`config.mk`:
```
export PLATFORM = sky130hd
export DESIGN_NAME = hazard_ctrl
export DESIGN_NICKNAME = d
export VERILOG_FILES = /design/src/rtl/pipe_ctrl_pkg.sv /design/src/rtl/hazard_ctrl_sat_counter.sv /design/src/rtl/hazard_ctrl.sv
export SDC_FILE = /design/constraint.sdc
export NUM_CORES = 1
export LEC_CHECK = 0
export CAP_MARGIN = 25
export CELL_PAD_IN_SITES_DETAIL_PLACEMENT = 0
export CELL_PAD_IN_SITES_GLOBAL_PLACEMENT = 1
export CORE_MARGIN = 5
export CORE_UTILIZATION = 35
export DETAILED_ROUTE_END_ITERATION = 7
export GPL_TIMING_DRIVEN = 0
export HOLD_SLACK_MARGIN = 0.08
export PLACE_DENSITY_LB_ADDON = 0.1
export SLEW_MARGIN = 20
export SYNTH_ARGS = -nofsm -noshare
export SYNTH_HDL_FRONTEND = slang
export SYNTH_SLANG_ARGS = --single-unit
```
`constraint.sdc`:
```
create_clock -name clk -period 2.8 [get_ports clk]
set_clock_uncertainty 0.1 [all_clocks]
set_input_delay 0.42 -clock clk [delete_from_list [all_inputs] [get_ports clk]]
set_output_delay 0.42 -clock clk [all_outputs]
set_load 0.005 [all_outputs]
```
`src/rtl/pipe_ctrl_pkg.sv`:
```
// Shared definitions for the pipeline control blocks: FSM encoding,
// architectural constants and the default MULT/DIV latency.
package pipe_ctrl_pkg;

  typedef enum logic {
    RUN     = 1'b0,
    MD_BUSY = 1'b1
  } state_e;

  // Register $0 is hard-wired to zero, so it never creates a true dependency.
  localparam logic [4:0] REG_ZERO = 5'd0;

  localparam int DEF_MULDIV_CYCLES = 8;

endpackage

```
`src/rtl/hazard_ctrl_sat_counter.sv`:
```
// Saturating up-counter used for the hazard performance counters.
module sat_counter #(
  parameter int W = 16
) (
  input  logic         clk,
  input  logic         rst_n,
  input  logic         inc,
  output logic [W-1:0] count
);

  // Count qualifying edges, sticking at all-ones instead of wrapping.
  always_ff @(posedge clk or negedge rst_n) begin
    if (!rst_n) begin
      count <= '0;
    end else if (inc && (count != {W{1'b1}})) begin
      // NOTE: sequential state uses <= so every flop samples pre-edge values.
      count <= count + 1'b1;
    end
  end

endmodule

```
`src/rtl/hazard_ctrl.sv`:
```
// Pipeline hazard controller for the 5-stage MIPS core. Drives the PC,
// IF/ID and ID/EX enables for load-use stalls, taken-branch flushes and
// multi-cycle MULT/DIV occupancy of EX, and counts stalls and flushes.
module hazard_ctrl
  import pipe_ctrl_pkg::*;
#(
  parameter int MULDIV_CYCLES = DEF_MULDIV_CYCLES,
  parameter int CNT_W         = 16
) (
  input  logic             clk,
  input  logic             rst_n,
  input  logic [4:0]       id_rs,
  input  logic [4:0]       id_rt,
  input  logic             id_uses_rt,
  input  logic             idex_mem_read,
  input  logic [4:0]       idex_rt,
  input  logic             ex_branch_taken,
  input  logic             ex_muldiv_start,
  output logic             pc_write,
  output logic             if_id_write,
  output logic             if_id_flush,
  output logic             id_ex_bubble,
  output logic             ex_hold,
  output logic             muldiv_busy,
  output logic [CNT_W-1:0] stall_cnt,
  output logic [CNT_W-1:0] flush_cnt
);

  localparam int MD_W = $clog2(MULDIV_CYCLES) + 1;

  state_e          state;
  logic [MD_W-1:0] md_left;
  logic            load_use;
  logic            md_start;
  logic            flush_evt;

  // A load in ID/EX whose destination feeds the instruction in IF/ID cannot
  // be forwarded in time; $0 is excluded because it is never really written.
  assign load_use = idex_mem_read && (idex_rt != REG_ZERO) &&
                    ((idex_rt == id_rs) || (id_uses_rt && (idex_rt == id_rt)));

  // Prioritised Mealy decode of the pipeline enables from state and inputs.
  always_comb begin
    // NOTE: every output gets a default first so no path infers a latch.
    pc_write     = 1'b1;
    if_id_write  = 1'b1;
    if_id_flush  = 1'b0;
    id_ex_bubble = 1'b0;
    ex_hold      = 1'b0;
    muldiv_busy  = 1'b0;
    md_start     = 1'b0;
    flush_evt    = 1'b0;

    if (!rst_n) begin
      // Hold the front end and inject NOPs while the core is in reset.
      pc_write     = 1'b0;
      if_id_write  = 1'b0;
      id_ex_bubble = 1'b1;
    end else if (state == MD_BUSY) begin
      // EX is frozen, so branch and load-use inputs are stale and ignored.
      pc_write    = 1'b0;
      if_id_write = 1'b0;
      ex_hold     = 1'b1;
      muldiv_busy = 1'b1;
    end else if (ex_branch_taken) begin
      // Squash the wrong-path instructions; a coincident MULT/DIV start or
      // load-use stall belongs to an instruction that is being discarded.
      if_id_flush  = 1'b1;
      id_ex_bubble = 1'b1;
      flush_evt    = 1'b1;
    end else if (ex_muldiv_start) begin
      pc_write    = 1'b0;
      if_id_write = 1'b0;
      ex_hold     = 1'b1;
      md_start    = 1'b1;
    end else if (load_use) begin
      pc_write     = 1'b0;
      if_id_write  = 1'b0;
      id_ex_bubble = 1'b1;
    end
  end

  // MULT/DIV occupancy FSM: the start cycle plus MULDIV_CYCLES-1 busy cycles.
  always_ff @(posedge clk or negedge rst_n) begin
    if (!rst_n) begin
      // NOTE: reset abandons any MULT/DIV in flight; the counter is cleared too.
      state   <= RUN;
      md_left <= '0;
    end else begin
      case (state)
        RUN: begin
          if (md_start) begin
            state   <= MD_BUSY;
            md_left <= MD_W'(MULDIV_CYCLES - 2);
          end
        end
        MD_BUSY: begin
          if (md_left == '0) begin
            state <= RUN;
          end else begin
            md_left <= md_left - 1'b1;
          end
        end
        default: begin
          state   <= RUN;
          md_left <= '0;
        end
      endcase
    end
  end

  sat_counter #(.W(CNT_W)) u_stall_cnt (
    .clk   (clk),
    .rst_n (rst_n),
    .inc   (!pc_write),
    .count (stall_cnt)
  );

  sat_counter #(.W(CNT_W)) u_flush_cnt (
    .clk   (clk),
    .rst_n (rst_n),
    .inc   (flush_evt),
    .count (flush_cnt)
  );

endmodule

```
==> results.toml, run 1 <==
# yosys + openroad results
[sta]
report.final.setup_viol = 0
max_slew.worst_pin.slew_ns = 0.587
report.final.slew_viol_count = 0
rsz0062_at_grt = "false"
max_slew_margin_pct = 60.5
post-route-period-util_pct = 95.8

[run]
cap_violations = 0

[critical_path]
cell_breakdown_of_the_critical_path = "dlygate4sd2_1 -> or4_4 -> o21ai_4 -> nor2_2 -> a21oi_4 -> clkdlybuf4s50_1"
crit_arrival_ns = 2.16
timing.critical_path.to_type = "primary output"
crit_path_max_incr_delay_ns = 0.56

[global_routing]
globalRouteOverflowTotal = 0
use_met3_pct = 3.79
grtUsageMet1_pct = 18.1
gr_peak_layer = "met2"
grt_pass1_vias = 1652

[logic_synthesis]
dominantRegCellSynth = "dfrtp_1"
top_area_share_pct = 46.7
syn_inst = 195
synth.yosys.warnings = 0
mappedNetlistNets = 220
synth-seq-cells = 37
synth.area.top_cells = "dfrtp_1, xnor2_1, xor2_1"

[clock_network]
cts_root_buffer = "clkbuf_8"
tritoncts.num_buffers = 5

[floorplanning]
floorplan.initialDensity_pct = 36.0
chip_area_mm2 = 0.00727
fp.dieH_um = 85.3
top_level_ports = 59
chipWidth_um = 85.3

[final_layout]
finalNetCount = 290

[pwr]
power.leakage_nw = 1.21

[placement]
placement.io_buffers = 58
detailedPlacementHpwl_um = 3440

[route]
dr.pass1.iters = 4
route.vias.total = 1589
post_detailed_route_via_to_cell_ratio = 4.70

[status]
status = "completed"

[hold_path]
min-delay-path-class = "in2async"
==> run 1: area by class of cell <==
class	instances	area (um2)
Buffer	2	15.0
Clock buffer	7	86.3
Clock inverter	1	30.0
Fill cell	532	2690
Inverter	9	35.0
Multi-Input combinational cell	147	1010
Sequential cell	37	926
Tap cell	72	90.1
Timing Repair Buffer	63	622
==> run 1: registers in the layout, summed over array words and instances, names as in the netlist <==
register	count
md_left	4
u_stall_cnt.count	16
u_flush_cnt.count	16
state	1
==> run 1: per-stage QoR <==
stage	setup WS [ns]	instance area (um2)
final	0.119	2820
after global routing	0.0544	2820
after CTS	0.0335	2820
after detailed placement	-0.310	2670
after global placement	-1.64	2650
after floorplan	0.739	1980
==> run 1: synthesized netlist by cell type, types with 2 or more instances <==
cell / instances
dfrtp_1: 37
xnor2_1: 23
nand2_1: 21
nand3_1: 20
nor2_1: 19
xor2_1: 17
inv_1: 7
ha_1: 4
nand4_1: 4
nor4_1: 4
nor2b_1: 3
a31oi_1: 2
and3_1: 2
and4_1: 2
buf_4: 2
mux2_1: 2
nand2b_1: 2
nor2_2: 2
nor3_1: 2
o21ai_0: 2
==> run 1: power breakdown <==
part / total (mW) / switching (mW) / internal, mW / leakage, nW
Clock: 0.475 / 0.184 / 0.290 / 0.0585
Sequential: 0.869 / 0.184 / 0.686 / 0.454
Combinational: 0.725 / 0.291 / 0.434 / 0.699
Total: 2.07 / 0.659 / 1.41 / 1.21
==> run 1: path summary, 6_finish.rpt <==
| path | from | end | slack (ns) | cells past startpoint |
|---|---|---|---|---|
| min | rst_n | u_stall_cnt.count[0]$_DFFE_PN0P_ | 0.07 | 2 |
| max | idex_rt[4] | if_id_write | 0.12 | 6 |
| min reg2reg | u_flush_cnt.count[9]$_DFFE_PN0P_ | u_flush_cnt.count[9]$_DFFE_PN0P_ | 0.40 | 1 |
| min in group clk | u_flush_cnt.count[9]$_DFFE_PN0P_ | u_flush_cnt.count[9]$_DFFE_PN0P_ | 0.40 | 1 |
| max reg2reg | u_stall_cnt.count[0]$_DFFE_PN0P_ | u_stall_cnt.count[1]$_DFFE_PN0P_ | 0.49 | 7 |
| max in group asynchronous | rst_n | md_left[3]$_DFFE_PN0P_ | 1.71 | 2 |
==> run 1: timing repair <==
item / in CTS / in global routing
resized: 7 / 1
pin swaps: 5 / 4
setup endpoints to repair: 3 / 1
hold buffers: 1 / 0
buffers inserted: 3 / 0
endpoints found under the hold margin: 7 / 0
==> run 1: worst reg2reg max path, stage by stage (launching register included) <==
cell      delay (ns)
dfrtp_1         0.40
ha_1            0.24
nand3_1         0.13
nor4_1          0.53
a221oi_2        0.14
nand2_1         0.13
buf_4           0.19
mux2_1          0.33
==> run 1: cells by family (layout without fill, tap and decap cells) <==
group / after synthesis / count (layout) / synth area share, %
simple gates: 87 / 87 / 22.3
xor+xnor: 40 / 40 / 17.7
flops: 37 / 37 / 46.7
compound gates: 13 / 13 / 6.37
buf+inv: 11 / 82 / 2.52
fa+ha+maj: 4 / 4 / 2.52
mux: 3 / 3 / 1.89
==> run 1: routing by layer <==
layer	routed length, um	vias to the layer above
met2	2050	44
met3	241	4
li1	-	804
met1	2300	737
met4	48	0
met5	0	-
Fig. 1: run 1, sequential cells grouped by signal name
Bar = 20 um.
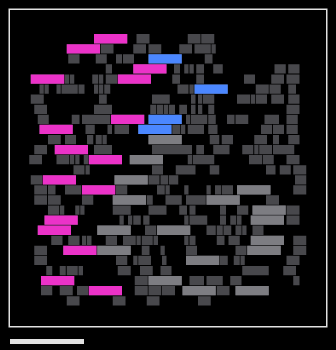
[blue] `md_left` | flops: 4
[magenta] `u_flush_cnt.count` | flops: 16
not coloured: 17
utilization after layout: 51.2%
flop share of the area: 32.9%
Register Area: 926 um2
power of the sequential group: 0.869 mW

Fig. 2: run 1, gate-type map
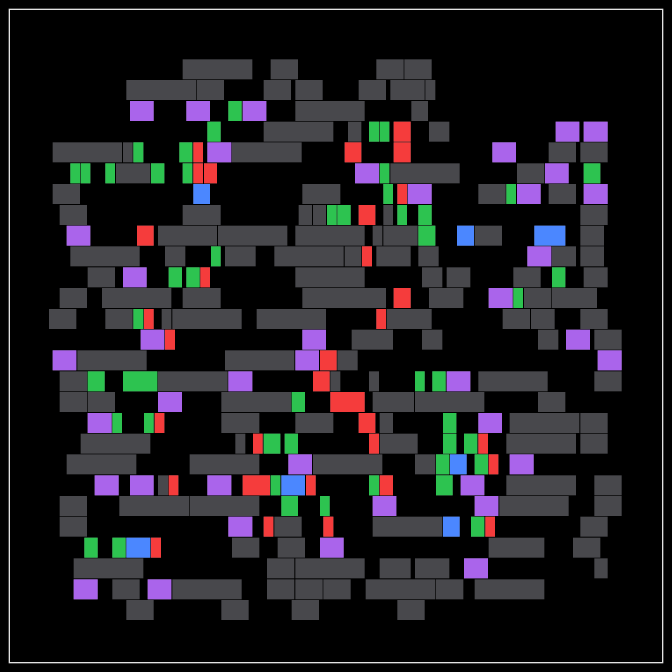
[green] nand cells | cells: 48 | most used: nand2_1
[red] nor cells | cells: 32 | most used: nor2_1
[purple] xor and xnor cells | cells: 40 | most used: xnor2_1 | where: spread over the die
[blue] and/or cells | cells: 7
fraction of standard cell area in multi-input logic: 36.0%
non-filler cells, final: 338

Fig. 3: run 1, placed cells, one colour a class
Bar = 20 um.
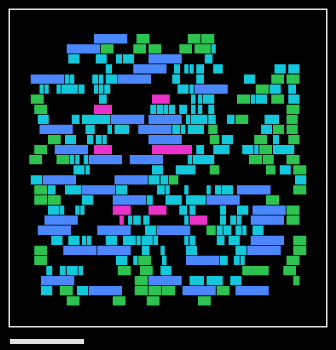
[cyan] remaining logic cells | cells: 156 | share of their area: 38%
[blue] registers | cells: 37 | share of their area: 34%
[green] remaining buffers and delay cells | cells: 65 | share of their area: 23%
[magenta] clock drivers and dummy loads | cells: 8 | share of their area: 4.3%
core outline area: 0.00551 mm2
total number of placement rows: 27
cell area after layout: 0.00282 mm2

Fig. 4: run 1, congestion heat map
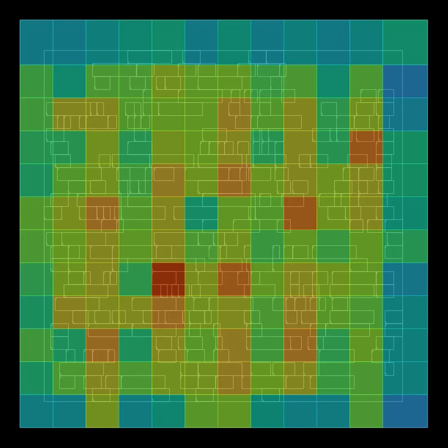

==> inputs of run 2 (changes only) <==
Settings changed: CORE_UTILIZATION 35 to 38.
Clock period 2.8 ns to 3.15 ns, I/O delays scaled along.
Fig. 5: run 2, congestion heat map
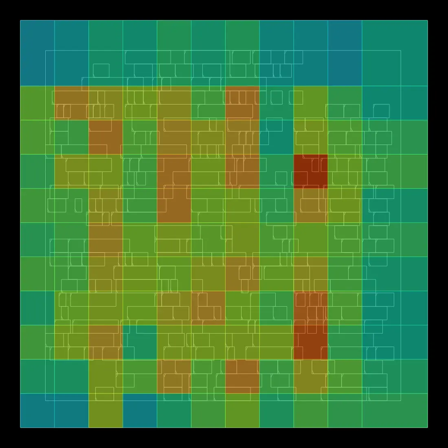
gr usage total: 14.2%
GR peak layer: met2
utilization after layout: 55.7%
wire length per cell after detailed routing: 13.7 um

Fig. 6: run 2, sequential cells grouped by signal name
Bar = 20 um.
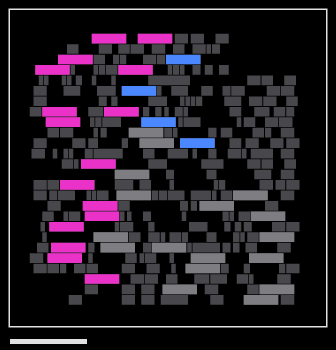
[blue] `md_left` | flops: 4
[magenta] `u_flush_cnt.count` | flops: 16
not coloured: 17

Fig. 7: run 2, clock distribution
Bar = 20 um.
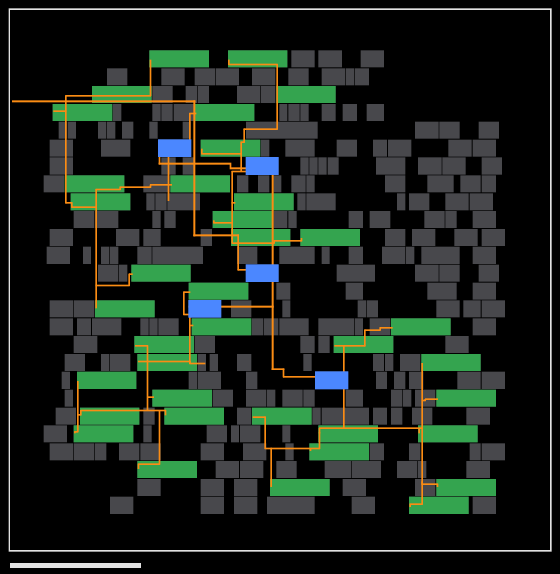
[green] flip-flops | count: 37
[blue] clock-net drivers | count: 5
[orange] clock wires | length: 468 um
routed clock nets: 6

==> results.toml, run 2 <==
# yosys + openroad results
[hold_path]
min-delay-path-class = "in2async"

[logic_synthesis]
synth.area.top_cells = "dfrtp_1, xnor2_1, xor2_1"
syn_inst = 195
synth-seq-cells = 37
mappedNetlistNets = 220
synth.yosys.warnings = 0
dominantRegCellSynth = "dfrtp_1"
most_common_cell = "dfrtp_1"
synthTopCellsByCount = "dfrtp_1, xnor2_1, nand2_1"

[critical_path]
crit_path_max_incr_delay_ns = 0.56
timing.critical_path.to_type = "primary output"
cell_breakdown_of_the_critical_path = "clkdlybuf4s50_1 -> or4_4 -> o21ai_4 -> nor2_2 -> a21oi_4 -> buf_4 -> clkdlybuf4s50_1"

[floorplanning]
floorplan.initialDensity_pct = 39.1
chipWidth_um = 82.2
fp.dieH_um = 82.2
chip_area_mm2 = 0.00676
core-area_mm2 = 0.00507
top_level_ports = 59

[status]
status = "completed"

[global_routing]
globalRouteOverflowTotal = 0

[route]
dr.pass1.iters = 4
post_detailed_route_via_to_cell_ratio = 4.73
route.vias.total = 1584

[sta]
rsz0062_at_grt = "false"
max_slew_margin_pct = 61.5
report.final.setup_viol = 0
max_slew.worst_pin.slew_ns = 0.573

[pwr]
power.combinational.fraction_pct = 35.4

[run]
cap_violations = 0

[placement]
placement.io_buffers = 58
place_worst_setup_slack_ns = -0.0508
detailedPlacementHpwl_um = 3430

[final_layout]
fin_area_mm2 = 0.00283
nFillCells = 492
finalNetCount = 289

[clock_network]
tritoncts.num_buffers = 5
cts_root_buffer = "clkbuf_8"
-- run 2: cell counts after synthesis --
Identical to the previous run, type by type.
-- run 2: metrics by stage --
step / TNS, ns / std cells / util [%] / total power, mW / hold slack (ns)
after global placement: -24.99 / 323 / 52.2 / 1.43 / 0.378
after floorplan: 0 / 195 / - / 1.07 / 0.0769
after global routing: 0 / 335 / 55.7 / 1.99 / 0.179
after detailed placement: -0.0508 / 324 / 52.5 / 1.44 / 0.281
final: 0 / 335 / 55.7 / 1.85 / 0.162
after CTS: 0 / 335 / 55.6 / 1.87 / 0.165
-- run 2: path summary, 6_finish.rpt --
path,startpoint,end,slack (ns),cells after the start
max,idex_rt[2],pc_write,0.07,7
min,rst_n,u_stall_cnt.count[1]$_DFFE_PN0P_,0.16,3
max reg2reg,u_stall_cnt.count[0]$_DFFE_PN0P_,u_stall_cnt.count[1]$_DFFE_PN0P_,0.81,7
min reg2reg,u_flush_cnt.count[9]$_DFFE_PN0P_,u_flush_cnt.count[9]$_DFFE_PN0P_,0.39,1
max in group asynchronous,rst_n,u_flush_cnt.count[7]$_DFFE_PN0P_,1.95,2
min in group clk,u_flush_cnt.count[9]$_DFFE_PN0P_,u_flush_cnt.count[9]$_DFFE_PN0P_,0.39,1
-- run 2: cell type report --
type	instances	area [um2]	area share, %
Sequential cell	37	926	32.7
Clock inverter	1	30.0	1.06
Clock buffer	7	86.3	3.05
Timing Repair Buffer	62	636	22.5
Tap cell	70	87.6	3.10
Multi-Input combinational cell	147	1010	35.8
Inverter	9	35.0	1.24
Buffer	2	15.0	0.531
-- run 2: power groups by stage --
stage | clock network, mW | registers, mW | logic (mW)
6_report | 0.420 | 0.774 | 0.654
4_1_cts | 0.432 | 0.774 | 0.667
3_3_place_gp | 0 | 0.782 | 0.643
3_5_place_dp | 0 | 0.782 | 0.655
2_1_floorplan | 0 | 0.759 | 0.311
5_1_grt | 0.455 | 0.802 | 0.730
-- run 2: metal layers --
layer | vias up | wire, um | track usage (%)
met4 | 0 | 51 | 3.99
met3 | 6 | 323 | 4.66
met1 | 731 | 2300 | 19.4
met5 | - | 0 | 0
met2 | 46 | 1920 | 21.2
li1 | 801 | - | -
-- run 2: worst min-delay path, cell delays in order --
cell and delay (ns):
buf_2 0.13, buf_12 0.12, buf_12 0.18
-- run 2: kinds of logic (layout without fill, tap and decap cells) --
| family | after synthesis | after routing | share of synthesized area, % |
|---|---|---|---|
| simple gates | 87 | 87 | 22.3 |
| buf+inv | 11 | 81 | 2.52 |
| fa+ha+maj | 4 | 4 | 2.52 |
| flops | 37 | 37 | 46.7 |
| mux | 3 | 3 | 1.89 |
| compound gates | 13 | 13 | 6.37 |
| xor+xnor | 40 | 40 | 17.7 |
-- run 2: timing repair --
| action | 4_1_cts | 5_1_grt |
|---|---|---|
| hold buffers | 2 | 0 |
| setup endpoints to repair | 1 | 2 |
| setup buffers | 1 | 0 |
| resized | 0 | 2 |
| hold endpoints to repair | 11 | 0 |
| pin swaps | 1 | 0 |
Power is estimated from default activity; no workload was simulated.
